<file path="src/rtl/ram_arb_pkg.sv">
// Shared definitions for the RAM arbiter.
// Contents: requester id constants (reported on the owner port), grant vector
// bit positions and the arbiter state type.
package ram_arb_pkg;

  localparam logic [1:0] ID_LDR  = 2'd0;
  localparam logic [1:0] ID_DAT  = 2'd1;
  localparam logic [1:0] ID_FET  = 2'd2;
  localparam logic [1:0] ID_NONE = 2'd3;

  // Bit positions in the {fet, dat, ldr} request/grant vectors
  localparam int unsigned G_LDR = 0;
  localparam int unsigned G_DAT = 1;
  localparam int unsigned G_FET = 2;

  typedef enum logic {IDLE, RD_WAIT} state_e;

endpackage

</file>
<file path="src/rtl/ram_arb_prio.sv">
// Combinational grant encoder for the RAM arbiter.
// Ports:
//   req    - request vector {fet, dat, ldr}
//   rr_fet - 1 when fet is favoured over dat in a dat/fet tie
//   gnt    - one-hot (or zero) grant vector, same bit order as req
// ldr always wins; a dat/fet tie is resolved by rr_fet (tied low for fixed
// priority, which makes dat win).
module ram_arb_prio (
  input  logic [2:0] req,
  input  logic       rr_fet,
  output logic [2:0] gnt
);
  import ram_arb_pkg::*;

  always_comb begin
    gnt = '0;
    if (req[G_LDR]) begin
      gnt[G_LDR] = 1'b1;
    end else if (req[G_DAT] && req[G_FET]) begin
      if (rr_fet) gnt[G_FET] = 1'b1;
      else        gnt[G_DAT] = 1'b1;
    end else if (req[G_DAT]) begin
      gnt[G_DAT] = 1'b1;
    end else if (req[G_FET]) begin
      gnt[G_FET] = 1'b1;
    end
  end

endmodule

</file>
<file path="src/rtl/ram_arbiter.sv">
// Single-port program/data RAM arbiter for the 16-bit RISC core.
// Requesters: program loader (ldr), memory stage (dat), instruction fetch (fet).
// Ports:
//   clk, rst                 - clock, asynchronous active-high reset
//   *_req/*_we/*_addr/*_wdata - per-requester access request (fet read-only)
//   *_gnt                    - access accepted this cycle (combinational)
//   *_rvalid, rdata          - registered read response, 1-cycle pulse
//   owner                    - id of current/last granted requester (3 = none)
//   busy                     - read in flight
//   ram_we/ram_addr/ram_din/ram_dout - RAM port
// Build option: RAM_ARB_RR_EN makes dat and fet share round-robin priority;
// without it priority is fixed ldr > dat > fet.
module ram_arbiter
  import ram_arb_pkg::*;
#(
  parameter int unsigned AW     = 16,
  parameter int unsigned DW     = 16,
  parameter int unsigned RD_LAT = 1
) (
  input  logic          clk,
  input  logic          rst,
  input  logic          ldr_req,
  input  logic          dat_req,
  input  logic          fet_req,
  input  logic          ldr_we,
  input  logic          dat_we,
  input  logic [AW-1:0] ldr_addr,
  input  logic [AW-1:0] dat_addr,
  input  logic [AW-1:0] fet_addr,
  input  logic [DW-1:0] ldr_wdata,
  input  logic [DW-1:0] dat_wdata,
  output logic          ldr_gnt,
  output logic          dat_gnt,
  output logic          fet_gnt,
  output logic          ldr_rvalid,
  output logic          dat_rvalid,
  output logic          fet_rvalid,
  output logic [DW-1:0] rdata,
  output logic [1:0]    owner,
  output logic          busy,
  output logic          ram_we,
  output logic [AW-1:0] ram_addr,
  output logic [DW-1:0] ram_din,
  input  logic [DW-1:0] ram_dout
);

  state_e        state_q;
  logic [1:0]    cnt_q;
  logic [1:0]    owner_q;
  logic [DW-1:0] rdata_q;
  logic [DW-1:0] din_q;
  logic [AW-1:0] addr_q;
  logic [2:0]    rvalid_q;

  logic [2:0]    req, gnt_raw, gnt;
  logic          rr_fet, grant_en, any_gnt;
  logic          win_we;
  logic [AW-1:0] win_addr;
  logic [DW-1:0] win_din;
  logic [1:0]    win_id;

  assign req = {fet_req, dat_req, ldr_req};

  ram_arb_prio u_prio (
    .req    (req),
    .rr_fet (rr_fet),
    .gnt    (gnt_raw)
  );

  // Grants only in IDLE; rst also masks them so nothing reaches the RAM in reset.
  assign grant_en = (state_q == IDLE) && !rst;
  assign gnt      = grant_en ? gnt_raw : 3'b000;
  assign any_gnt  = |gnt;

  // Winner mux; with no grant the RAM address/data hold their last values.
  always_comb begin
    win_we   = 1'b0;
    win_addr = addr_q;
    win_din  = din_q;
    win_id   = owner_q;
    unique case (1'b1)
      gnt[G_LDR]: begin
        win_we   = ldr_we;
        win_addr = ldr_addr;
        win_din  = ldr_wdata;
        win_id   = ID_LDR;
      end
      gnt[G_DAT]: begin
        win_we   = dat_we;
        win_addr = dat_addr;
        win_din  = dat_wdata;
        win_id   = ID_DAT;
      end
      gnt[G_FET]: begin
        win_addr = fet_addr;
        win_id   = ID_FET;
      end
      default: ;
    endcase
  end

  always_ff @(posedge clk or posedge rst) begin
    if (rst) begin
      state_q  <= IDLE;
      cnt_q    <= 2'd0;
      owner_q  <= ID_NONE;
      rdata_q  <= '0;
      din_q    <= '0;
      addr_q   <= '0;
      rvalid_q <= 3'b000;
    end else begin
      rvalid_q <= 3'b000;
      if (any_gnt) begin
        owner_q <= win_id;
        addr_q  <= win_addr;
        din_q   <= win_din;
      end
      case (state_q)
        IDLE: begin
          if (any_gnt && !win_we) begin
            state_q <= RD_WAIT;
            cnt_q   <= RD_LAT[1:0];
          end
        end
        RD_WAIT: begin
          cnt_q <= cnt_q - 2'd1;
          // Last wait cycle: capture RAM data so rvalid lands RD_LAT+1 after gnt
          if (cnt_q == 2'd1) begin
            rdata_q  <= ram_dout;
            rvalid_q <= 3'b001 << owner_q;
            state_q  <= IDLE;
          end
        end
        default: state_q <= IDLE;
      endcase
    end
  end

`ifdef RAM_ARB_RR_EN
  // 1 = fet goes first on the next dat/fet tie; reset favours dat.
  logic rr_q;
  always_ff @(posedge clk or posedge rst) begin
    if (rst) begin
      rr_q <= 1'b0;
    end else if (gnt[G_DAT]) begin
      rr_q <= 1'b1;
    end else if (gnt[G_FET]) begin
      rr_q <= 1'b0;
    end
  end
  assign rr_fet = rr_q;
`else
  assign rr_fet = 1'b0;
`endif

  assign ldr_gnt    = gnt[G_LDR];
  assign dat_gnt    = gnt[G_DAT];
  assign fet_gnt    = gnt[G_FET];
  assign ldr_rvalid = rvalid_q[G_LDR];
  assign dat_rvalid = rvalid_q[G_DAT];
  assign fet_rvalid = rvalid_q[G_FET];
  assign rdata      = rdata_q;
  assign owner      = owner_q;
  assign busy       = (state_q == RD_WAIT);
  assign ram_we     = win_we;
  assign ram_addr   = win_addr;
  assign ram_din    = win_din;

endmodule
</file>
<file path="config.mk">
export PLATFORM = sky130hd
export DESIGN_NAME = ram_arbiter
export DESIGN_NICKNAME = d
export VERILOG_FILES = /design/src/rtl/ram_arb_pkg.sv /design/src/rtl/ram_arb_prio.sv /design/src/rtl/ram_arbiter.sv
export SDC_FILE = /design/constraint.sdc
export NUM_CORES = 1
export LEC_CHECK = 0
export CAP_MARGIN = 20
export CORE_AREA = 5 5 99 101
export DETAILED_ROUTE_END_ITERATION = 8
export DIE_AREA = 0 0 104 106
export MAX_ROUTING_LAYER = met4
export PLACE_DENSITY = 0.83
export SYNTH_ARGS = -nofsm -noshare
export SYNTH_HDL_FRONTEND = slang
export SYNTH_SLANG_ARGS = --single-unit
</file>
<file path="constraint.sdc">
create_clock -name clk -period 2 [get_ports clk]
set_clock_uncertainty 0.2 [all_clocks]
set_input_delay 0.4 -clock clk [delete_from_list [all_inputs] [get_ports clk]]
set_output_delay 0.4 -clock clk [all_outputs]
set_load 0.005 [all_outputs]
</file>
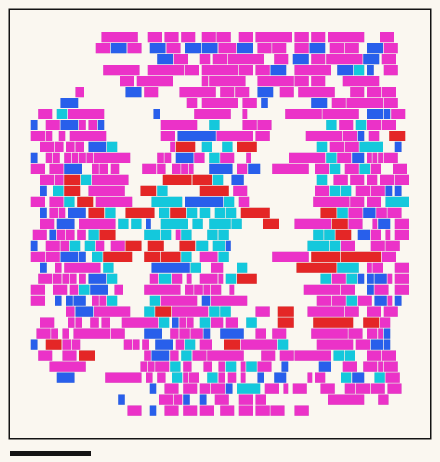
**Above:** sizing map.
Bar = 20 um.
[_0 and _1 cells] magenta | cells: 328
[_3 and _4 cells] cyan | cells: 87
[_6 and larger] red | cells: 37
[_2 cells] blue | cells: 88
Final Worst Setup Slack: -0.507 ns
number of buffers outside the clock class in the layout: 264
Area Growth Syn to Fin: 84.8%

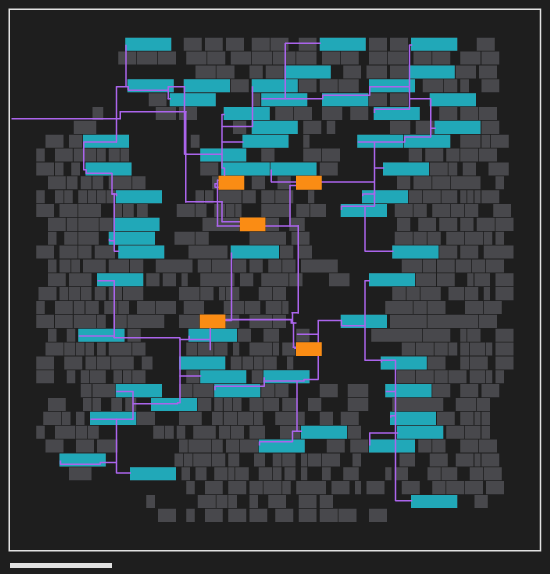
**Above:** clock wires, drivers and flops.
Bar = 20 um.
[clock drivers] orange | count: 5
[flip-flops] cyan | count: 56
[clock wires] purple | length: 709 um
routed clock nets: 6

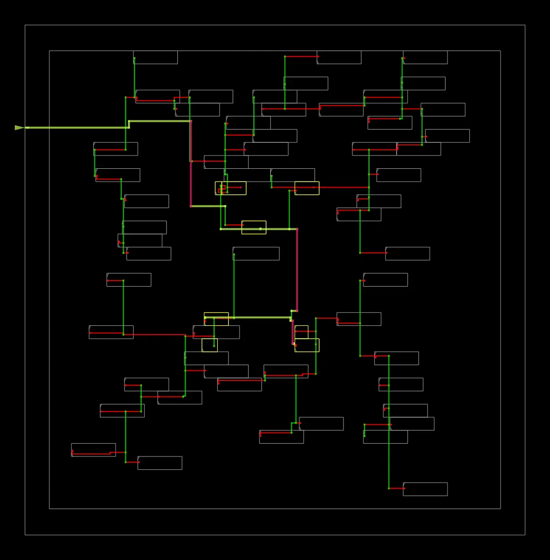
**Above:** clock nets.
seq_cells: 56
clock buffers: 6
Clk. pwr: 0.629 mW
TritonCTS Buffers: 5
CTS Sinks: 56

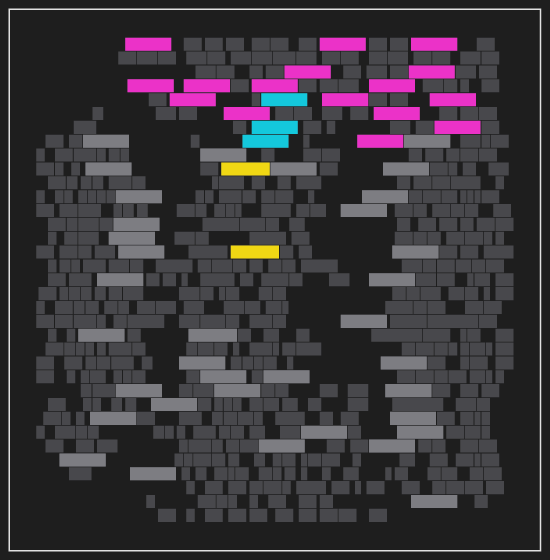
**Above:** register map, names as in the netlist.
Other sequential cells in the stronger gray, the rest of the logic in the fainter gray.
[owner] yellow | placed flops: 2
[rvalid_q] cyan | placed flops: 3
[rdata] magenta | placed flops: 16
not colored: 35

==> flow_summary_export.csv <==
group,metric,value,unit
floorplan,chipArea,11000,um2
synthesis,synth_warnings,0,
synthesis,syn-instance-count,296,
clock_network,postCtsResizedCells,215,
setup_path,crit_slowest_cell,"dfrtp_2",
power,pg_comb,3.70,mW
setup_path,crit_end,"ram_addr[8]",
final_layout,comb_share,29.2,%
floorplan,rows,35,
worst_hold_path,hold_path_class,"primary input to asynchronous set/reset pin",
synthesis,fa_ha_area_share,0.402,%
synthesis,synth-simple-area-share,12.5,%
placement,routabilityCongestion,0.791,
setup_path,worstPathCellList,"or2_4 > buf_6 > a21o_4 > buf_6 > a221o_1 > buf_2",
synthesis,top_cell_area_share,43.4,%
setup_path,critPathTopFamily,"AND-OR/OR-AND gates",
placement,place_inst,584,
global_route,antenna_found_initial,0,
synthesis,top_cells_by_count,"54 x dfrtp_1, 34 x o21ai_0, 30 x a221o_1",
power,switching_power,2.15,mW
setup_path,start_kind,"flip-flop",
final_layout,n_fill_cell,699,
timing,whs,0.252,ns
floorplan,fp-utilization,34.8,%
timing,fin_setup_tns,-13.79,ns
setup_path,endpoint_kind,"primary output",
synthesis,postSynthSeqShare,45.1,%
setup_path,path_class,"flip-flop to primary output",
final_layout,nets,643,
final_layout,drive_gt1_share,39.3,%
global_route,first_global_vias,3790,
run_status,status,"finished with violations",
global_route,grt_max_degree,46,
timing,fin_crit,2.51,ns
placement,placed_area,5000,um2
final_layout,logic_area,1680,um2
final_layout,layout.cells.non_filler,651,
setup_path,r2r_setup_slack,-0.14,ns
final_layout,utilization,64.4,%
setup_path,worst-endpoint-required,1.40,ns
final_layout,finalInstanceArea,5750,um2
final_layout,register_area,1410,um2
global_route,use_met3,5.46,%
timing,maxSlewViolCount,0,
synthesis,synth-compound-area-share,28.5,%
synthesis,edf_count,0,
synthesis,area_leaders,"dfrtp_1 43%, a221o_1 9.6%, mux2_2 5.8%",
synthesis,top_area_cell,"dfrtp_1",
timing,slew_headroom,65.2,%
global_route,grtUsageMet1,23.6,%
placement,hpwl,7630,um
clock_network,insertion_delay,0.31,ns
power,vdd_drop_max,549,uV
power,power.internal,4.21,mW
setup_path,crit_arrival,1.91,ns
floorplan,die_h,106,um
global_route,grt-ovfl-total,0,
detailed_routing,via_count,3490,
synthesis,syn_nets,400,
synthesis,synth.comb.largest_family,"AND-OR/OR-AND gates",
power,p_sw_share,33.9,%
setup_path,critical_path.max_fanout,6,
setup_path,worstRegToRegCells,7,
power,p_seq,2.03,mW
synthesis,ys_sh_mux,5.79,%
setup_path,cp.depth,6,
final_layout,buf_share,42.1,%
setup_path,reg2reg_from,"busy",
final_layout,inv_count,5,
run_status,violations,"negative setup slack",
clock_network,post-cts-setup-buffer-count,43,
detailed_routing,top_layer,"met4",
synthesis,ys_chip_area,3110,um2
setup_path,crit_top_cell,"buf_6",
global_route,grt_util_met2,37.4,%
global_route,grt_pass1_wl,19000,um
final_layout,clockNetworkAreaShare,1.54,%
setup_path,crit_start,"busy",
synthesis,top_cell,"dfrtp_1",
final_layout,antenna_cells,0,
floorplan,core,8930,um2
power,fin_total_pwr,6.36,mW
setup_path,rr_endpoint,"addr_q[13]",
timing,layout_setup_ws,-0.507,ns
power,leakage,2.47,nW
synthesis,synth_xor_xnor_area_share,0,%
final_layout,largest_class,"buffers",
detailed_routing,dr_wl_met3,767,um
final_layout,final_cell_mix,"118 x clkdlybuf4s50_1, 74 x buf_4, 53 x dfrtp_1",
floorplan,die_w,104,um
clock_network,clock-root-buffer,"clkbuf_8",
global_route,track_usage,21.4,%
power,pwr-share-comb,58.2,%
detailed_routing,drtIter0Drc,140,
clock_network,clkTransAtPathRegs,0.10,ns
power,p_clk_share,9.9,%
synthesis,syn_area,3110,um2
final_layout,final_common_cell,"clkdlybuf4s50_1",
run,warnings,28,
synthesis,yosys.cell_types.count,36,
detailed_routing,post_drt_wl_per_cell,18.3,um
timing,finalClockPeriodUsage,125,%
clock_network,tritoncts,"done",
final_layout,seq_share,24.4,%
timing,setup_violations,45,
synthesis,ys_cells,296,
detailed_routing,first_pass_iters,6,
detailed_routing,ant_nets,0,
detailed_routing,drt_wl_total,11900,um
detailed_routing,dr_wl_met2,6140,um
synthesis,async_flop_share,100,%
setup_path,max_stage_delay,0.44,ns
clock_network,cts_max_path_buffers,2,
placement,pre_cts_ws,-0.892,ns
timing,tightest_slew,0.519,ns
detailed_routing,met1_length,4630,um
timing,hold_violations,0,
global_route,top_usage_layer,"met2",
No activity file was given, so power comes from the tool's default toggle rates.
